===== src/rtl/regfile_wb_queue.sv =====
// regfile_wb_queue
//   Write-back initiator for the 64x32 register file. Results from the
//   execute/memory stages are buffered in a circular FIFO and drained one
//   write per cycle onto the register file write port (wrt, rd, datain).
//   Producers see backpressure through in_ready when the queue is full.
//
// Optional feature:
//   REGFILE_WB_FORWARD_EN  adds a combinational forwarding lookup
//                          (lookup_addr, lookup_hit, lookup_data) over the
//                          queued entries and the output stage.
//
// Ports:
//   clk, rst            clock, synchronous active-high reset
//   in_valid, in_ready  producer handshake
//   in_rd, in_data      destination register and value of a result
//   stall               hold drain; no write is issued after this edge
//   wrt, rd, datain     registered register file write port
//   count, empty, full  queue occupancy, derived from the registered count
//   lookup_addr/_hit/_data  forwarding query (REGFILE_WB_FORWARD_EN only)
module regfile_wb_queue #(
    parameter int DEPTH = 4,
    parameter int AW    = 6,
    parameter int DW    = 32
) (
    input  logic                     clk,
    input  logic                     rst,
    input  logic                     in_valid,
    output logic                     in_ready,
    input  logic [AW-1:0]            in_rd,
    input  logic [DW-1:0]            in_data,
    input  logic                     stall,
`ifdef REGFILE_WB_FORWARD_EN
    input  logic [AW-1:0]            lookup_addr,
    output logic                     lookup_hit,
    output logic [DW-1:0]            lookup_data,
`endif
    output logic                     wrt,
    output logic [AW-1:0]            rd,
    output logic [DW-1:0]            datain,
    output logic [$clog2(DEPTH):0]   count,
    output logic                     empty,
    output logic                     full
);

    localparam int PW = $clog2(DEPTH);
    localparam int CW = PW + 1;

    logic [AW-1:0] q_rd   [DEPTH];
    logic [DW-1:0] q_data [DEPTH];
    logic [PW-1:0] head;
    logic [PW-1:0] tail;
    logic [CW-1:0] count_q;
    logic          push;
    logic          pop;

    assign empty    = (count_q == '0);
    assign full     = (count_q == CW'(DEPTH));
    assign count    = count_q;
    // Full blocks acceptance even when a pop happens at the same edge.
    assign in_ready = !full && !rst;
    assign push     = in_valid && in_ready;
    assign pop      = !empty && !stall;

    // Storage carries no reset; entries outside [head, head+count) are
    // never observed. push is already suppressed during reset.
    always_ff @(posedge clk) begin
        if (push) begin
            q_rd[tail]   <= in_rd;
            q_data[tail] <= in_data;
        end
    end

    // DEPTH is a power of two, so the PW-bit pointers wrap naturally.
    always_ff @(posedge clk) begin
        if (rst) begin
            head    <= '0;
            tail    <= '0;
            count_q <= '0;
            wrt     <= 1'b0;
            rd      <= '0;
            datain  <= '0;
        end else begin
            if (push) begin
                tail <= tail + 1'b1;
            end
            wrt <= pop;
            if (pop) begin
                rd     <= q_rd[head];
                datain <= q_data[head];
                head   <= head + 1'b1;
            end
            case ({push, pop})
                2'b10:   count_q <= count_q + 1'b1;
                2'b01:   count_q <= count_q - 1'b1;
                default: count_q <= count_q;
            endcase
        end
    end

`ifdef REGFILE_WB_FORWARD_EN
    logic [PW-1:0] fwd_slot;

    // Output stage is the lowest-priority candidate; queued entries are
    // scanned oldest to youngest so the youngest match wins.
    always_comb begin
        lookup_hit  = 1'b0;
        lookup_data = '0;
        fwd_slot    = head;
        if (wrt && (rd == lookup_addr)) begin
            lookup_hit  = 1'b1;
            lookup_data = datain;
        end
        for (int i = 0; i < DEPTH; i++) begin
            fwd_slot = head + PW'(i);
            if ((CW'(i) < count_q) && (q_rd[fwd_slot] == lookup_addr)) begin
                lookup_hit  = 1'b1;
                lookup_data = q_data[fwd_slot];
            end
        end
    end
`endif

endmodule


===== config.mk =====
export PLATFORM = sky130hd
export DESIGN_NAME = regfile_wb_queue
export DESIGN_NICKNAME = d
export VERILOG_FILES = /design/src/rtl/regfile_wb_queue.sv
export SDC_FILE = /design/constraint.sdc
export NUM_CORES = 1
export LEC_CHECK = 0
export CAP_MARGIN = 10
export CORE_MARGIN = 2
export CORE_UTILIZATION = 55
export DETAILED_ROUTE_END_ITERATION = 8
export PLACE_DENSITY = 0.79
export RECOVER_POWER = 50
export SLEW_MARGIN = 10
export SYNTH_ARGS = -nofsm -noshare
export SYNTH_HDL_FRONTEND = slang
export SYNTH_SLANG_ARGS = --single-unit

===== constraint.sdc =====
create_clock -name clk -period 3.4 [get_ports clk]
set_clock_uncertainty 0.05 [all_clocks]
set_input_delay 0.85 -clock clk [delete_from_list [all_inputs] [get_ports clk]]
set_output_delay 0.85 -clock clk [all_outputs]
set_load 0.005 [all_outputs]

Close-up of the layout:
Region (76, 17) to (101, 42) µm. Cells in grey, sequential cells in the stronger grey; small squares are vias.
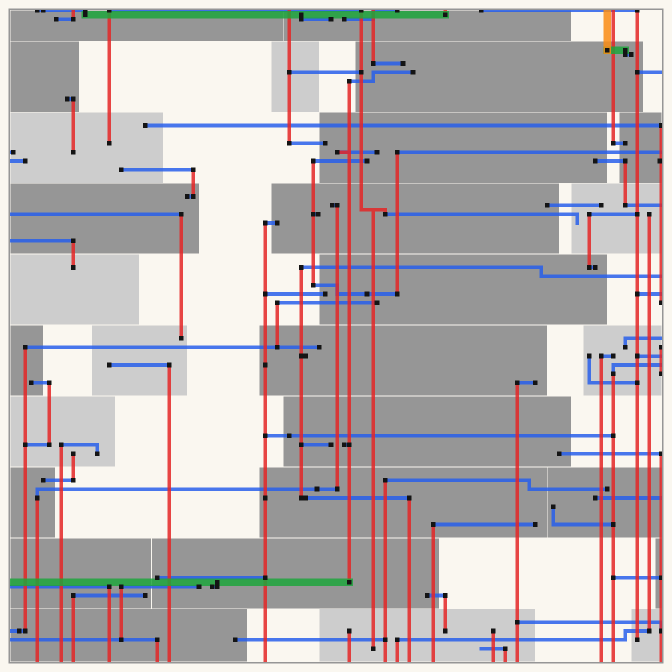
layer	colour
metal 2	red
metal 3	green
metal 1	blue
metal 4	orange
sequential cells in the window	11
netlist names of flops here include	q_rd (7), q_data (3)
cells with their middle in the window	17
most frequent	edfxtp_1 (10), mux4_2 (2)

M4 wires:
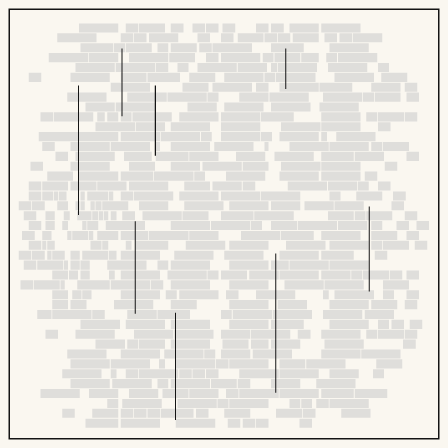
longest straight run	38.1 µm
wire length on this layer	199 µm
main direction	vertical
total number of vias: 3574
Detailed Route WL: 12.75 mm

==> out/metrics.sh <==
STATUS='complete, no violations'
LARGEST_AREA_CELL='sky130_fd_sc_hd__edfxtp_1'
FILLER_CELL_COUNT=797
LOGIC_AREA_UM2=1486
CRIT_PATH_TIME_FINAL_PS=2958
YOSYS_WARNINGS=0
NON_CLOCK_BUFFER_COUNT=92
POWER_LEAKAGE_uW=0.002969
AREA_GROWTH_FROM_SYNTHESIS_TO_LAYOUT_PCT=22.60
CTS.HTREE.LEVELS=4
FLOP_CELL='sky130_fd_sc_hd__edfxtp_1'
SLEW-LIMIT-HEADROOM_PCT=2.425
R2R_CELLS=9
CTSHOLDBUFFERS=0
TRITONCTS='built'
CRITICAL_PATH.TOP_DELAY_FAMILY='buffers and inverters'
HOLD-PATH-ENDPOINT='datain[11]$_SDFFE_PP0P_'
DIE.SIZE.X_UM=117.8
POST-SYNTH-TOP-COUNT-CELL='sky130_fd_sc_hd__edfxtp_1'
SYNTH-AREA-YOSYS_UM2=7126
CLOCK_TREE.BUFFER_DEPTH=2
CLOCKROOTBUFFER='sky130_fd_sc_hd__clkbuf_16'
CLOCKBUFFERCOUNT=24
SEQ_POWER_uW=3100
POWER_CLOCK_uW=1950
WARNINGS=29
R2R-START='count[0]$_SDFFE_PP0P_'
SETUP_VIOL_COUNT_FINAL=0
COMB_SHARE_PCT=17.02
TOP_POWER_GROUP='registers'
NUMBER_OF_FLOPS_MAPPED_TO_ENABLE_CELLS_BY_YOSYS=152
CP.REQUIRED_PS=2500
DETAILROUTE.WIRELENGTH.MET3_UM=962
FINALNONFILLERCELLS=617
XOR_SHARE_PCT=0.2458
YS_SEQ_SHARE_PCT=76.98
Routed metal, one colour a layer:
Two of the layers only.
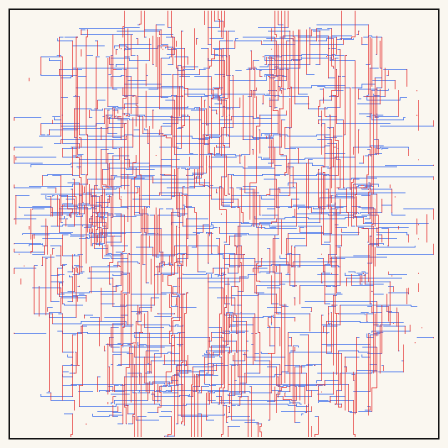
layer	colour	wire length
metal 1	blue	5060 µm
metal 2	red	6520 µm

Routing congestion map:
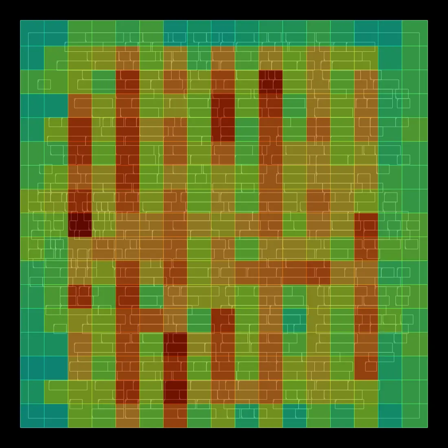
met2 layer usage reported by global route: 31.40%
share of the core filled with cells: 69.22%
wire per inst: 20.67 µm
grt met1 use: 23.54%

